**Run 1: register map, names as in the netlist**

Scale bar: 20 um. Other sequential cells in the stronger grey, the rest of the logic in the fainter grey.
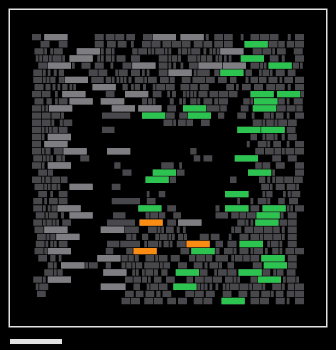
**Run 1: M1 wires**

Scale bar: 20 um.
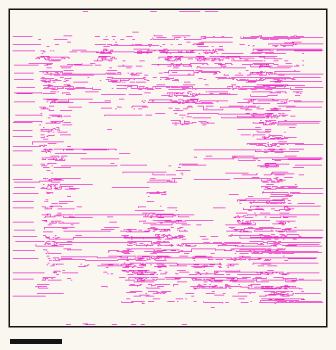
**Run 1: I/O pins on the die edge**

Scale bar: 20 um. Pins as bars across the die edge, other pins in grey.
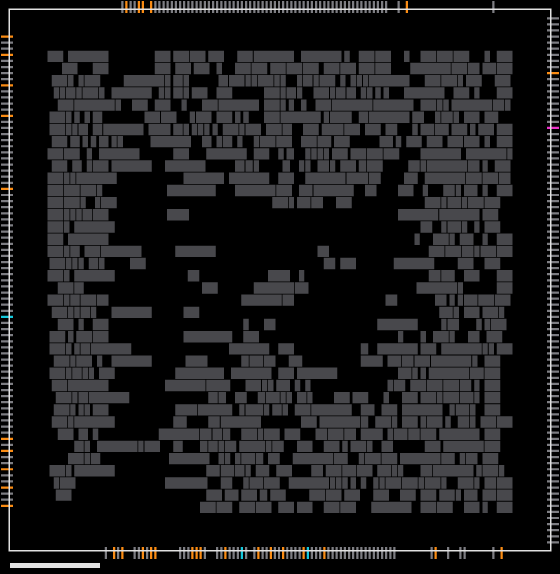
==> config.mk <==
export PLATFORM = sky130hd
export DESIGN_NAME = ahb_apb_bridge_fsm
export DESIGN_NICKNAME = d
export VERILOG_FILES = /design/src/rtl/ahb_apb_bridge_fsm_pkg.sv /design/src/rtl/ahb_apb_bridge.sv
export SDC_FILE = /design/constraint.sdc
export NUM_CORES = 1
export LEC_CHECK = 0
export CAP_MARGIN = 20
export CORE_MARGIN = 8
export CORE_UTILIZATION = 38
export CTS_CLUSTER_DIAMETER = 60
export CTS_CLUSTER_SIZE = 28
export DETAILED_ROUTE_END_ITERATION = 7
export PLACE_DENSITY = 0.95
export SYNTH_ARGS = -nofsm -noshare
export SYNTH_HDL_FRONTEND = slang
export SYNTH_SLANG_ARGS = --single-unit
export TNS_END_PERCENT = 50
==> constraint.sdc <==
create_clock -name HCLK -period 3.8 [get_ports HCLK]
set_input_delay 0.38 -clock HCLK [delete_from_list [all_inputs] [get_ports HCLK]]
set_output_delay 0.38 -clock HCLK [all_outputs]
set_load 0.02 [all_outputs]
==> results.json, run 1 <==
{
  "cp_slowest_cell": "and3_2",
  "powerDensity_mw_per_mm2": 779,
  "grt_overflow": 0,
  "drtPass1Iterations": 5,
  "synth.distinct_cells": 45,
  "maxSlewHeadroom": 0.354,
  "drive_above_1_share": 0.0519,
  "max_stage_delay_ns": 0.80,
  "ys_seq_frac": 0.440,
  "maxCapViolCount": 0,
  "path_class": "flip-flop to flip-flop",
  "rr_worst_depth": 5,
  "required_ns": 4.09,
  "h-tree-depth": 3,
  "top_area_frac": 0.434,
  "status": "finished, final reports clean",
  "cp_top_family": "simple AND/OR/NAND/NOR gates",
  "clock_latency_ns": 0.35,
  "synth_cells": 487,
  "yosys.cell_count.top_type": "nand2_1",
  "ant_nets": 0,
  "report.final.hold_viol_count": 0,
  "fin_crit_ns": 2.61,
  "numClockSinks": 73,
  "cts_resized": 0,
  "start_kind": "flip-flop",
  "num_rows": 38,
  "path_buffers": 1,
  "finalNetCount": 866,
  "cts_setup_buffers": 0,
  "worstHoldPathType": "input port to asynchronous set/reset pin",
  "warning_count": 26,
  "dp_hpwl_um": 12100,
  "post-route-drc-count": 0,
  "fillCellCount": 881,
  "first_global_vias": 4610,
  "ff_type": "dfrtp_1",
  "ys.flops": 73,
  "endpoint_kind": "flip-flop",
  "slew_viol_final": 0,
  "fp-utilization": 0.386,
  "ys_area_mm2": 0.00415,
  "drt_iter0_markers": 501,
  "syn_to_final_growth_pct": 56.3,
  "clockBufferDepth": 2,
  "dieArea_mm2": 0.0145,
  "p_leak_nw": 2.83,
  "fp_nets": 684,
  "ys_warn_count": 0,
  "async_flop_share": 1.00,
  "setup_viol": 0,
  "ir_drop_v": 0.000370,
  "top_area_cell": "dfrtp_1",
  "antenna_found_initial": 0,
  "numCtsBuffers": 9,
  "whs_ns": 0.139,
  "setup_slack_ns": 1.19,
  "max_freq_mhz": 384,
  "design.core.area_mm2": 0.0107,
  "avgRoutedWirePerCell_um": 19.5,
  "cts_root_buf": "clkbuf_8",
  "worst_pin_slew_ns": 0.969,
  "diodes": 0,
  "ff2ff_setup_slack_ns": 1.19,
  "fin_worst_skew_ns": 0.00560,
  "topCellsByArea": "dfrtp_1 43%, nand2_1 12%, buf_4 6.7%",
  "place_congestion": 0.832,
  "fin_crit_sh": 0.686,
  "grt_pass1_wl_um": 24500,
  "io_pins": 299,
  "postCtsHoldBufs": 0,
  "total_power_mw": 5.06,
  "synth_area_mm2": 0.00415,
  "common_cells": "133 x nand2_1, 72 x dfrtp_1, 67 x nor2_1, 37 x buf_4, 33 x a21o_1",
  "rsz0062_at_grt": "no",
  "cp.arrival_ns": 2.90,
  "worst-path-stages": 5,
  "post-place-ws_ns": 1.12,
  "vias_per_cell": 5.42,
  "edf_count": 0,
  "worstPathMaxFanout": 41,
  "cts_tree": "built",
  "tns_ns": 0,
  "grtUsageTotal": 0.212
}
-- 'register map, names as in the netlist' (at the start) --
[orange] Pselx | placed flops: 3
[green] Paddr | placed flops: 32
Seq/total area: 0.282
final core utilization: 0.604
seq pwr: 1.42 mW
Sequential Area: 0.00183 mm2

-- 'M1 wires' (at the start) --
longest straight run: 34.5 um
main direction: horizontal
share of all routed wire: 38%
total routed wirelength: 15900 um
GR met1 Demand/Resource: 0.233
Via Count: 4412

-- 'I/O pins on the die edge' (at the start) --
[cyan] Pselx | pins: 3 | direction: output | edge: 2 bottom, 1 left
[magenta] HCLK | pins: 1 | direction: input | edge: right
[orange] Hrdata | pins: 32 | direction: output | edge: 16 bottom, 10 left, 5 top, 1 right
I/O Buffers: 234
die height: 121 um
die width: 121 um

## run 1: per-stage QoR
step                      instances  cell area, um2
final                           814            6490
after global routing            814            6490
after CTS                       814            6490
after detailed placement        798            6240
after global placement          798            6240
after floorplan                 487            4150
## run 1: cells by family after synthesis
family                 after synthesis  share of synthesized area
XOR/XNOR                             1                    0.00211
AND/OR/NAND/NOR                    220                      0.215
multiplexers                         1                    0.00241
AND-OR/OR-AND                      119                      0.220
flip-flops                          73                      0.440
buffers and inverters               73                      0.120
## run 1: final cells by class
cell class / instances / area, um2 / area share
inverter: 4 / 15.0 / 0.00231
multi-input combinational: 341 / 1840 / 0.284
timing repair buffer: 240 / 2380 / 0.368
tap: 140 / 175 / 0.0270
clock buffer: 10 / 138 / 0.0212
sequential: 73 / 1830 / 0.282
clock inverter: 6 / 105 / 0.0162
## run 1: power by group
group / leakage [nW] / total [mW] / switching (mW) / internal, mW
Combinational: 1.84 / 2.88 / 1.62 / 1.26
Clock: 0.126 / 0.753 / 0.302 / 0.451
Sequential: 0.869 / 1.42 / 0.266 / 1.15
Total: 2.83 / 5.06 / 2.19 / 2.86
## run 1: layout by cell type, fill, tap and decap left out, drive strengths merged, types with 4 or more instances in the layout
cell           count
a21o              33
nand2            133
a311oi            30
o21ai              5
nand3              4
clkbuf            10
clkdlybuf4s50    233
o211ai             4
inv                4
dfrtp             72
nor2              67
a31oi             32
buf                7
## run 1: routing by layer
metal  track usage  vias up  part of all wire
li1              -     2015                 -
met1         0.233     2112              0.38
met2         0.358      241              0.48
met3        0.0769       44              0.10
met4         0.101        0             0.034
met5             0        -                 0
## run 1: worst register-to-register path: cells and delay by family (launching register included)
family	cells	cell delay, ns
AND-OR/OR-AND	2	0.44
AND/OR/NAND/NOR	2	0.93
flip-flops	1	0.71
buffers and inverters	1	0.47
==> run 2: changes to the inputs <==
--- a/config.mk
+++ b/config.mk
@@ -7,11 +7,11 @@
 export LEC_CHECK = 0
 export CAP_MARGIN = 20
 export CORE_MARGIN = 8
-export CORE_UTILIZATION = 38
+export CORE_UTILIZATION = 32
 export CTS_CLUSTER_DIAMETER = 60
 export CTS_CLUSTER_SIZE = 28
 export DETAILED_ROUTE_END_ITERATION = 7
-export PLACE_DENSITY = 0.95
+export PLACE_DENSITY = 0.87
 export SYNTH_ARGS = -nofsm -noshare
 export SYNTH_HDL_FRONTEND = slang
 export SYNTH_SLANG_ARGS = --single-unit
==> constraint.sdc (replaced) <==
create_clock -name HCLK -period 2.2 [get_ports HCLK]
set_input_delay 0.22 -clock HCLK [delete_from_list [all_inputs] [get_ports HCLK]]
set_output_delay 0.22 -clock HCLK [all_outputs]
set_load 0.02 [all_outputs]
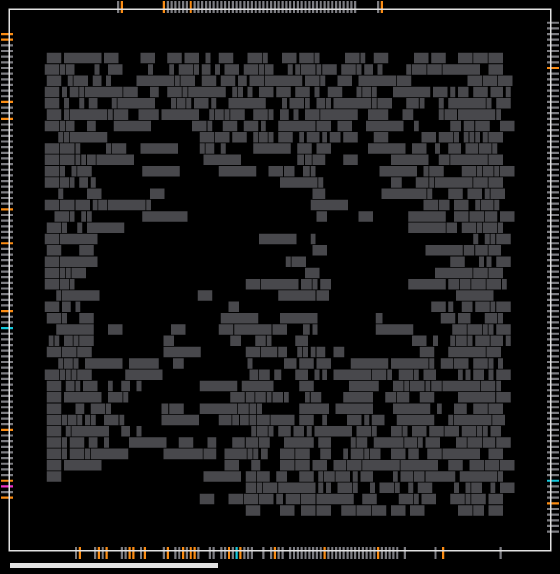
**Above:** run 2 (I/O pins on the die edge).
Scale bar: 50 um. Pins as bars across the die edge, other pins in grey.
[cyan] Pselx | pins: 3 | direction: output | edge: 1 bottom, 1 right, 1 left
[orange] Hrdata | pins: 32 | direction: output | edge: 16 bottom, 10 left, 4 top, 2 right
[magenta] HCLK | pins: 1 | direction: input | edge: left
die height: 130 um
die width: 130 um

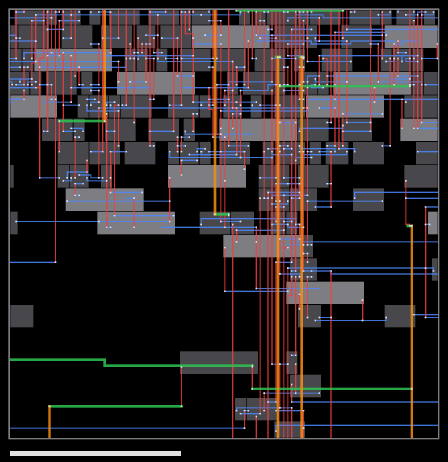
**Above:** run 2 (zoomed window).
Scale bar: 20 um. Region (40, 66) to (90, 116) um. Cells in grey, sequential cells in the stronger grey; small squares are vias.
[green] met3
[red] met2
[blue] met1
[orange] met4
most frequent: clkdlybuf4s50_1 (38), nand2_1 (25), nor2_1 (14)
sequential cells in the window: 13
cells with their middle in the window: 114

==> results.json, run 2 <==
{
  "status": "finished, final reports clean",
  "ir_drop_v": 0.000588,
  "max_stage_delay_ns": 0.60,
  "fillCellCount": 1160,
  "first_global_vias": 4401,
  "dp_hpwl_um": 12300,
  "worstPathMaxFanout": 51,
  "fin_crit_sh": 0.874,
  "grtUsageTotal": 0.182,
  "h-tree-depth": 3,
  "common_cells": "133 x nand2_1, 72 x dfrtp_1, 67 x nor2_1, 37 x buf_4, 33 x a21o_1",
  "setup_slack_ns": 0.276,
  "drt_iter0_markers": 208,
  "drive_above_1_share": 0.0671,
  "xor_area_frac": 0.00211,
  "rr_worst_depth": 6,
  "cts_resized": 0,
  "ys_seq_frac": 0.440,
  "antenna_found_initial": 0,
  "wl_met2_um": 7290,
  "ff_type": "dfrtp_1",
  "cp_slowest_cell": "dfrtp_1",
  "setup_viol": 0,
  "whs_ns": 0.410,
  "route.layer.met1.wl_um": 5950,
  "max_freq_mhz": 520,
  "io_pins": 299,
  "final_common_cell": "clkdlybuf4s50_1",
  "required_ns": 2.47,
  "avgRoutedWirePerCell_um": 18.5,
  "maxCapViolCount": 0,
  "vias_per_cell": 5.03,
  "yosys.area_share.simple": 0.215,
  "synth.distinct_cells": 45,
  "finalNetCount": 878,
  "fin_crit_ns": 1.92,
  "path_class": "flip-flop to flip-flop",
  "final_cell_mix": "233 x clkdlybuf4s50_1, 133 x nand2_1, 72 x dfrtp_1, 67 x nor2_1, 33 x a21o_1",
  "ys.flops": 73,
  "edf_count": 0,
  "ys_top_logic_family": "AND-OR/OR-AND gates",
  "powerDensity_mw_per_mm2": 1380,
  "async_flop_share": 1.00,
  "ys_warn_count": 0,
  "diodes": 0,
  "cp.arrival_ns": 2.19,
  "cts_tree": "built",
  "clock_latency_ns": 0.33,
  "place_congestion": 0.892,
  "ys_area_mm2": 0.00415
}
## run 2: cells by family after synthesis
group | Yosys count
flops | 73
simple gates | 220
mux | 1
compound gates | 119
buf+inv | 73
xor+xnor | 1
## run 2: stage by stage
step | util | instance area (um2) | instances | power [mW]
final | 0.538 | 6790 | 858 | 9.37
after global routing | 0.538 | 6790 | 858 | 9.98
after CTS | 0.538 | 6790 | 858 | 9.47
after detailed placement | 0.511 | 6450 | 841 | 7.79
after global placement | 0.511 | 6450 | 841 | 7.69
after floorplan | - | 4150 | 487 | 5.58
## run 2: power by group
group | internal (mW) | switching [mW] | total [mW]
clock | 1.05 | 0.576 | 1.63
combinational | 2.45 | 2.87 | 5.32
sequential | 1.99 | 0.425 | 2.42
total | 5.50 | 3.87 | 9.37
## run 2: area by class of cell
type	count	area, um2	share of cell area
Timing Repair Buffer	252	2560	0.378
Multi-Input combinational cell	341	1840	0.271
Sequential cell	73	1830	0.269
Clock buffer	11	253	0.0372
Tap cell	172	215	0.0317
Clock inverter	5	77.6	0.0114
Inverter	4	15.0	0.00221
## run 2: worst max-delay path, delay by kind of cell (launching register included)
| family | cells | cell delay [ns] |
|---|---|---|
| AND-OR/OR-AND | 3 | 0.70 |
| flip-flops | 1 | 0.60 |
| AND/OR/NAND/NOR | 2 | 0.30 |
| buffers and inverters | 1 | 0.25 |
## run 2: what timing repair did
item | in CTS | in global routing
buffers inserted | 0 | 0
hold buffers | 1 | 0
endpoints found under the hold margin | 32 | 0
## run 2: per-layer routing
| layer | track usage | up-vias |
|---|---|---|
| met4 | 0.0990 | 0 |
| met5 | 0 | - |
| met1 | 0.199 | 2011 |
| met2 | 0.296 | 222 |
| met3 | 0.0783 | 39 |
| li1 | - | 2047 |
Power figures rest on the tool's default switching activity, not on a simulated workload.
